### Cell area per tile, run 1

(2 px per µm) 17 x 17 tiles, from white (low) to dark blue (high), 0 to 100% covered.
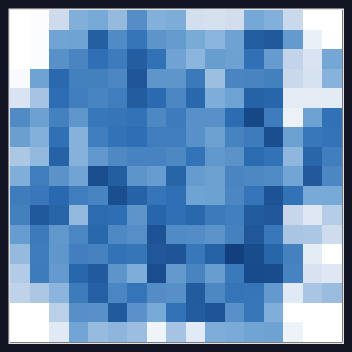
### Routed clock nets over the placement, run 1

(2 px per µm)
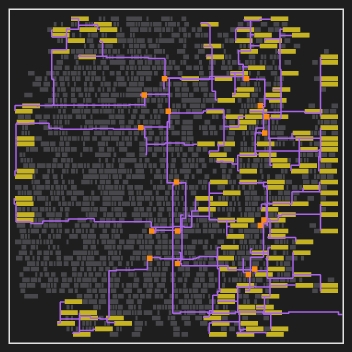
### Clock routing, run 1

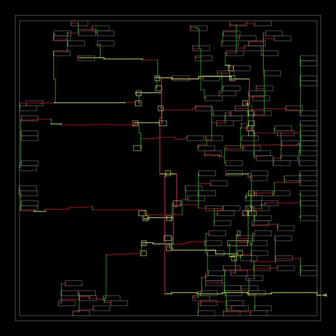
Design ex_stage_flat, sky130hd; sources not shown.
==> results_slide.txt, run 1 <==
Implementation Results

Status
  – Outcome: finished with violations
  – Failing checks: hold timing, setup timing

Worst setup path
  – Crit-path max cell delay: 0.39 ns
  – Critical path class: in -> reg
  – R2r setup slk: 0.71 ns
  – Worst path slowest cell: or3_1
  – Setup crit end kind: flop
  – CP Buf/Inv Count: 0
  – R2R cell count: 7
  – Critical Path Fanout Max: 44
  – Kind of cell adding the most delay to the critical path: simple AND/OR/NAND/NOR gates
  – Critical Path RT: slightly below 4 ns

Synth
  – Unique cell types: 73
  – Yosys Chip Area: about 13000 µm²
  – Flops after synth: 148
  – # Cells Yosys: between 1500 and 2000
  – Post-synth EDFFs: 0
  – Seq/Total Area, Yosys: between 20 and 30%
  – Nets at Floorplan: 1855
  – Main synth FF type: dfrtp_1
  – Cell type with the largest total area: dfrtp_1
  – Area leader share: about 28%
  – YS warnings: 0
  – Post-synth ARST share: 100.0%
  – Post-Synthesis Cell Area: 13420 µm²
  – Top area cell types: dfrtp_1, ha_1, o21ai_0

STA
  – Period utilization: 101.2%
  – Final setup viols: 1
  – Fin worst setup slack: -0.04216 ns
  – Final Hold Fails: 148
  – Setup TNS: -0.04216 ns
  – FMAX: around 0.28 GHz
  – Relative slew slack: 43.52%
  – Worst slew pin tran: 0.8451 ns
  – Hold_ws: -0.4402 ns
  – Min cycle time layout: 3.542 ns

Layout
  – Layout filler cell count: between 2000 and 2500
  – P&R area growth vs syn: 17.06%
  – Layout cells sized above 1: between 15 and 20%
  – Post-layout instance count excluding filler cells: approximately 2100

Clocking
  – CTS tree: built
  – Root buf cell: clkbuf_4
  – Clock H-tree levels: 4
  – Clock slew at reported path FFs: 0.17 ns

Power
  – PD cells: 518.0 nW/µm²
  – Combinational power share: 44.2%
  – Reg power frac: between 40% and 50%
  – Leakage: between 7 and 8 nW
  – Total power: 8.140 mW
  – Switching power: 3.973 mW
  – Maximum VDD drop: 524.8 µV

Global routing
  – Total Routing Usage GR: between 30 and 40%
  – Congestion Overflow GR: 0
  – Pin count of the biggest net entering global routing: 149
  – Vias in the first global route: 12600
  – First-pass GRT wire length: 71.46 mm

Placed design
  – Dpl ws: -0.7662 ns
  – Dpl hpwl: 34.82 mm
  – GP Congestion: 0.9524

Floorplanning
  – Ports: 218
  – Row count: just under 60
  – Die Y: 166.2 µm

Drt
  – Via count: between 10000 and 15000
  – Starting DRT DRC Count: around 1300
  – Drt wl/cell: about 23 µm
  – Vias/cell: approximately 6.3
  – Antenna Nets Post-Route: 0
  – Routed Wire Length: 46.88 mm
  – Initial DRT Pass Iterations: 7

Job
  – Log Warnings: 69
  – Max-cap violations: 0
Back to the opening pictures, 'Cell area per tile':
mean over tiles: 55%
nearly empty tiles: 6.6%
tiles over 75% full: 18%
fullest tile: 93%
Core ar.: 25980 µm²
Initial Util: 51.66%
utilization after layout: 60.47%

Back to the opening pictures, 'Routed clock nets over the placement':
[orange] clock-net drivers | count: 17
[purple] clock wires | length: 2300 µm
[yellow] flip-flops | count: 148
flops lie: widely spread
routed clock nets: 18
later-pin clock latency in the skew report: 0.59 ns
Clock net power: 1.20 mW
Clock power frac: 14.8%

Back to the opening pictures, 'Clock routing':
clk sinks: 148
flop count: 148
# clk buffers: 17
cts bufs inserted: 17

## run 1: worst register-to-register path: cells and delay by family (launching register included)
kind / cells / cell delay, ns
buffers and inverters: 3 / 1.17
and+or+nand+nor: 3 / 0.95
AOI/OAI and AO/OA: 1 / 0.07
DFF: 1 / 0.44
## run 1: logic make-up after synthesis
group	count (synthesis)	share of synthesized area, %
compound gates	537	25.98
simple gates	409	13.80
buf+inv	199	5.788
flops	148	27.59
fa+ha+maj	132	12.41
mux	106	9.274
xor+xnor	79	5.154
## run 1: per-stage QoR
step | hold WS, ns | instance area [µm²]
final | -0.4402 | 15710
after global routing | -0.4951 | 15710
after CTS | -0.4891 | 15550
after detailed placement | 0.1844 | 14780
after global placement | 0.1843 | 14780
after floorplan | 0.1794 | 13590
## run 1: cell usage in the layout, fill, tap and decap left out, types with 33 or more instances in the layout
cell / instances
a21oi_1: 88
nor2_1: 69
dlygate4sd3_1: 40
dfrtp_1: 148
mux2i_1: 67
ha_1: 129
nand2_1: 183
nand3_1: 45
xnor2_1: 54
a22o_1: 33
inv_1: 96
buf_4: 164
o21ai_0: 172
## run 1: Yosys cell counts (33+ instances only)
cell type and count:
mux2i_1 69, clkbuf_1 82, nand3_1 48, xnor2_1 56, a21oi_1 98, nand2_1 186
nor2_1 74, inv_1 97, a22o_1 33, dfrtp_1 148, o21ai_0 179, ha_1 130
## run 1: cell type report
cell class	count	area [µm²]	share of cell area, %
Inverter	97	364.1	2.317
Clock inverter	15	161.4	1.027
Multi-Input combinational cell	1263	9281	59.07
Tap cell	335	419.2	2.667
Sequential cell	148	3704	23.57
Timing Repair Buffer	206	1654	10.53
Antenna cell	1	2.502	0.01592
Clock buffer	17	127.6	0.8122
## run 1: what timing repair did
item	in CTS	in global routing
gates cloned	0	0
setup buffers	4	4
setup endpoints to repair	6	14
resized	14	22
pin swaps	11	29
endpoints found under the hold margin	216	150
hold buffers	38	2
## run 1: power by group through the flow
stage	clock network, mW	logic (mW)	registers, mW
after detailed placement	0	3.40	3.37
after floorplan	0	2.53	3.19
after global routing	1.27	3.94	3.39
after global placement	0	3.30	3.35
after CTS	1.20	3.48	3.33
final	1.20	3.60	3.34
## run 1: per-layer routing
layer	part of all wire [%]	vias up	GRT usage, %
li1	-	6129	-
met1	44	6358	47.05
met2	43	629	50.01
met3	10	76	7.888
met4	2.8	0	9.595
met5	0	-	0
## Run 2: what changed since run 1
- CORE_UTILIZATION: 51 -> 62
- PLACE_DENSITY: 0.74 -> 0.86
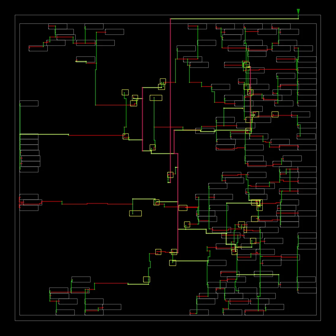
*Clock routing, run 2*
Clock net power: 1.11 mW
later-pin clock latency in the skew report: 0.60 ns

==> results_slide.txt, run 2 <==
Implementation Results

Placed design
  – PortBufs: 0
  – Dpl ws: -0.7427 ns (+0.02350 ns)
  – GP Congestion: 0.9419 (-1.1%)
  – Dpl hpwl: 34.17 mm (-1.9%)

Floorplanning
  – Die Y: 151.1 µm (-9.1%)
  – Core ar.: 21150 µm² (-19%)
  – Ports: 218 (unchanged)
  – Initial Util: 63.46% (+12 points)

Global routing
  – First-pass GRT wire length: 70.81 mm (-0.90%)
  – Pin count of the biggest net entering global routing: 149 (unchanged)
  – Vias in the first global route: 13100 (+4.0%)
  – Total Routing Usage GR: 40.69% (+7.7 points)
  – Congestion Overflow GR: 0 (unchanged)

STA
  – Final setup viols: 4 (+3)
  – Worst slew pin tran: 0.7947 ns (-0.05043 ns)
  – Fin worst setup slack: -0.06324 ns (-0.02108 ns)
  – Hold_ws: -0.4530 ns (-0.01287 ns)
  – Period utilization: 101.8% (+0.60 points)
  – Relative slew slack: 46.82% (+3.3 points)
  – Final Hold Fails: 148 (unchanged)

Job
  – Log Warnings: 71 (+2.9%)
  – Max-cap violations: 0 (unchanged)

Worst setup path
  – Setup crit end kind: flop
  – R2r setup slk: 0.78 ns (+0.07 ns)
  – Critical Path Fanout Max: 3 (-93%)
  – Critical path class: in -> reg
  – Critical Path RT: 3.94 ns (-0.02 ns)
  – R2R cell count: 7 (unchanged)

Layout
  – P&R area growth vs syn: 16.81%
  – Utilization after layout: 74.13% (+14 points)
  – Register area: 3704 µm² (unchanged)
  – Layout cells sized above 1: 17.96% (+0.32 points)
  – Layout filler cell count: 1541 (-33%)
  – Top cells excl fill/tap: nand2_1, o21ai_0, buf_4
  – Gate Area: 9274 µm² (about the same)
  – Top cell excl fill/tap: nand2_1

Clocking
  – Clk sinks: 148 (unchanged)
  – Cts bufs inserted: 17 (unchanged)
  – Root buf cell: clkbuf_4
  – Clock H-tree levels: 4 (unchanged)
  – Clock slew at reported path FFs: 0.16 ns (about the same)
  – CTS tree: built

Status
  – Failing checks: hold timing, setup timing
  – Outcome: finished with violations

Synth
  – # Cells Yosys: 1610 (unchanged)
  – Post-synth top cells: nand2_1, o21ai_0, dfrtp_1
  – Post-Synthesis Cell Area: 13420 µm² (unchanged)
  – Area leader share: 27.59% (unchanged)
  – Post-synth ARST share: 100.0% (unchanged)
  – Flops after synth: 148 (unchanged)
  – Top area cell types: dfrtp_1, ha_1, o21ai_0
  – Yosys Chip Area: 13420 µm² (unchanged)
  – YS warnings: 0 (unchanged)
  – Post-synth EDFFs: 0 (unchanged)
  – Synth top cell by count: nand2_1
  – Cell type with the largest total area: dfrtp_1
  – Unique cell types: 73 (unchanged)

Drt
  – Via count: 13600 (+3.1%)
  – Initial DRT Pass Iterations: 8 (+1)
  – Vias/cell: 6.694 (+5.6%)
  – Starting DRT DRC Count: 1494 (+18%)
  – Routed Wire Length: 47.14 mm (+0.55%)
  – Drt wl/cell: 23.21 µm (+3.1%)
  – Antenna Nets Post-Route: 0 (unchanged)

Power
  – Maximum VDD drop: 336.3 µV (-36%)
  – PD cells: 518.5 nW/µm² (about the same)
  – Total power: 8.131 mW (-0.11%)
  – Leakage: 7.224 nW (+0.25%)
[run 2: netlist changes by cell type in the layout (fill, tap and decap cells not counted), sizes merged]
cell | previous run | this run
diode | 1 | 2
clkinvlp | 1 | 2
dlygate4sd3 | 40 | 43
clkinv | 4 | 6
bufinv | 1 | 0
buf | 166 | 171
inv | 106 | 104
[run 2: cell families (layout without fill, tap and decap cells)]
group	Yosys count	in the layout	share of synthesized area, %
other	0	2	0
buffers and inverters	199	343	5.788
muxes	106	106	9.274
and+or+nand+nor	409	409	13.80
DFF	148	148	27.59
adders and majority gates	132	132	12.41
xor gates and xnor gates	79	79	5.154
AOI/OAI and AO/OA	537	537	25.98
[run 2: timing repair]
item	in CTS	in global routing
endpoints found under the hold margin	197	160
hold buffers	32	11
resized	13	25
setup endpoints to repair	5	12
buffers inserted	4	6
pin swaps	7	33
[run 2: worst max-delay path, cell delays in order]
cell	delay, ns
or3b_4	0.40
o22ai_4	0.22
nand2_2	0.11
nor2b_4	0.12
and2b_2	0.17
nor3b_4	0.24
nor2b_4	0.20
nor2_2	0.04
xnor2_1	0.11
ha_1	0.32
a21oi_2	0.14
o21ai_1	0.09
a21o_1	0.16
a21o_1	0.16
and2_4	0.14
a41oi_4	0.22
nor2b_4	0.19
mux2i_1	0.17
nand2_1	0.07
a31o_2	0.19
[run 2: power breakdown]
part           internal [mW]  switching, mW
sequential              2.16           1.17
clock                  0.311          0.802
combinational           1.63           2.06
total                   4.10           4.03
[run 2: metrics by stage]
step | hold WS [ns] | cell area [µm²] | TNS [ns]
2_1_floorplan | 0.1794 | 13590 | -9.576
3_3_place_gp | 0.1842 | 14750 | -8.542
3_5_place_dp | 0.1829 | 14750 | -9.871
4_1_cts | -0.4748 | 15430 | -0.03460
5_1_grt | -0.4999 | 15680 | -1.076
6_report | -0.4530 | 15680 | -0.1354
[run 2: layout make-up]
type	count	share of cell area, %
Inverter	97	2.322
Multi-Input combinational cell	1263	59.14
Sequential cell	148	23.62
Timing Repair Buffer	214	10.98
Antenna cell	2	0.03192
Clock buffer	17	0.8138
Tap cell	275	2.194
Clock inverter	15	0.9016
[run 2: per-layer routing]
layer  global-route usage (%)  share of wire (%)  up-vias
li1                         -                  -     6140
met1                    57.14                 40     6450
met3                    10.84                 13      140
met4                    15.84                3.8        0
met2                    59.80                 43      865
met5                        0                  0        -
Power is estimated from default activity; no workload was simulated.
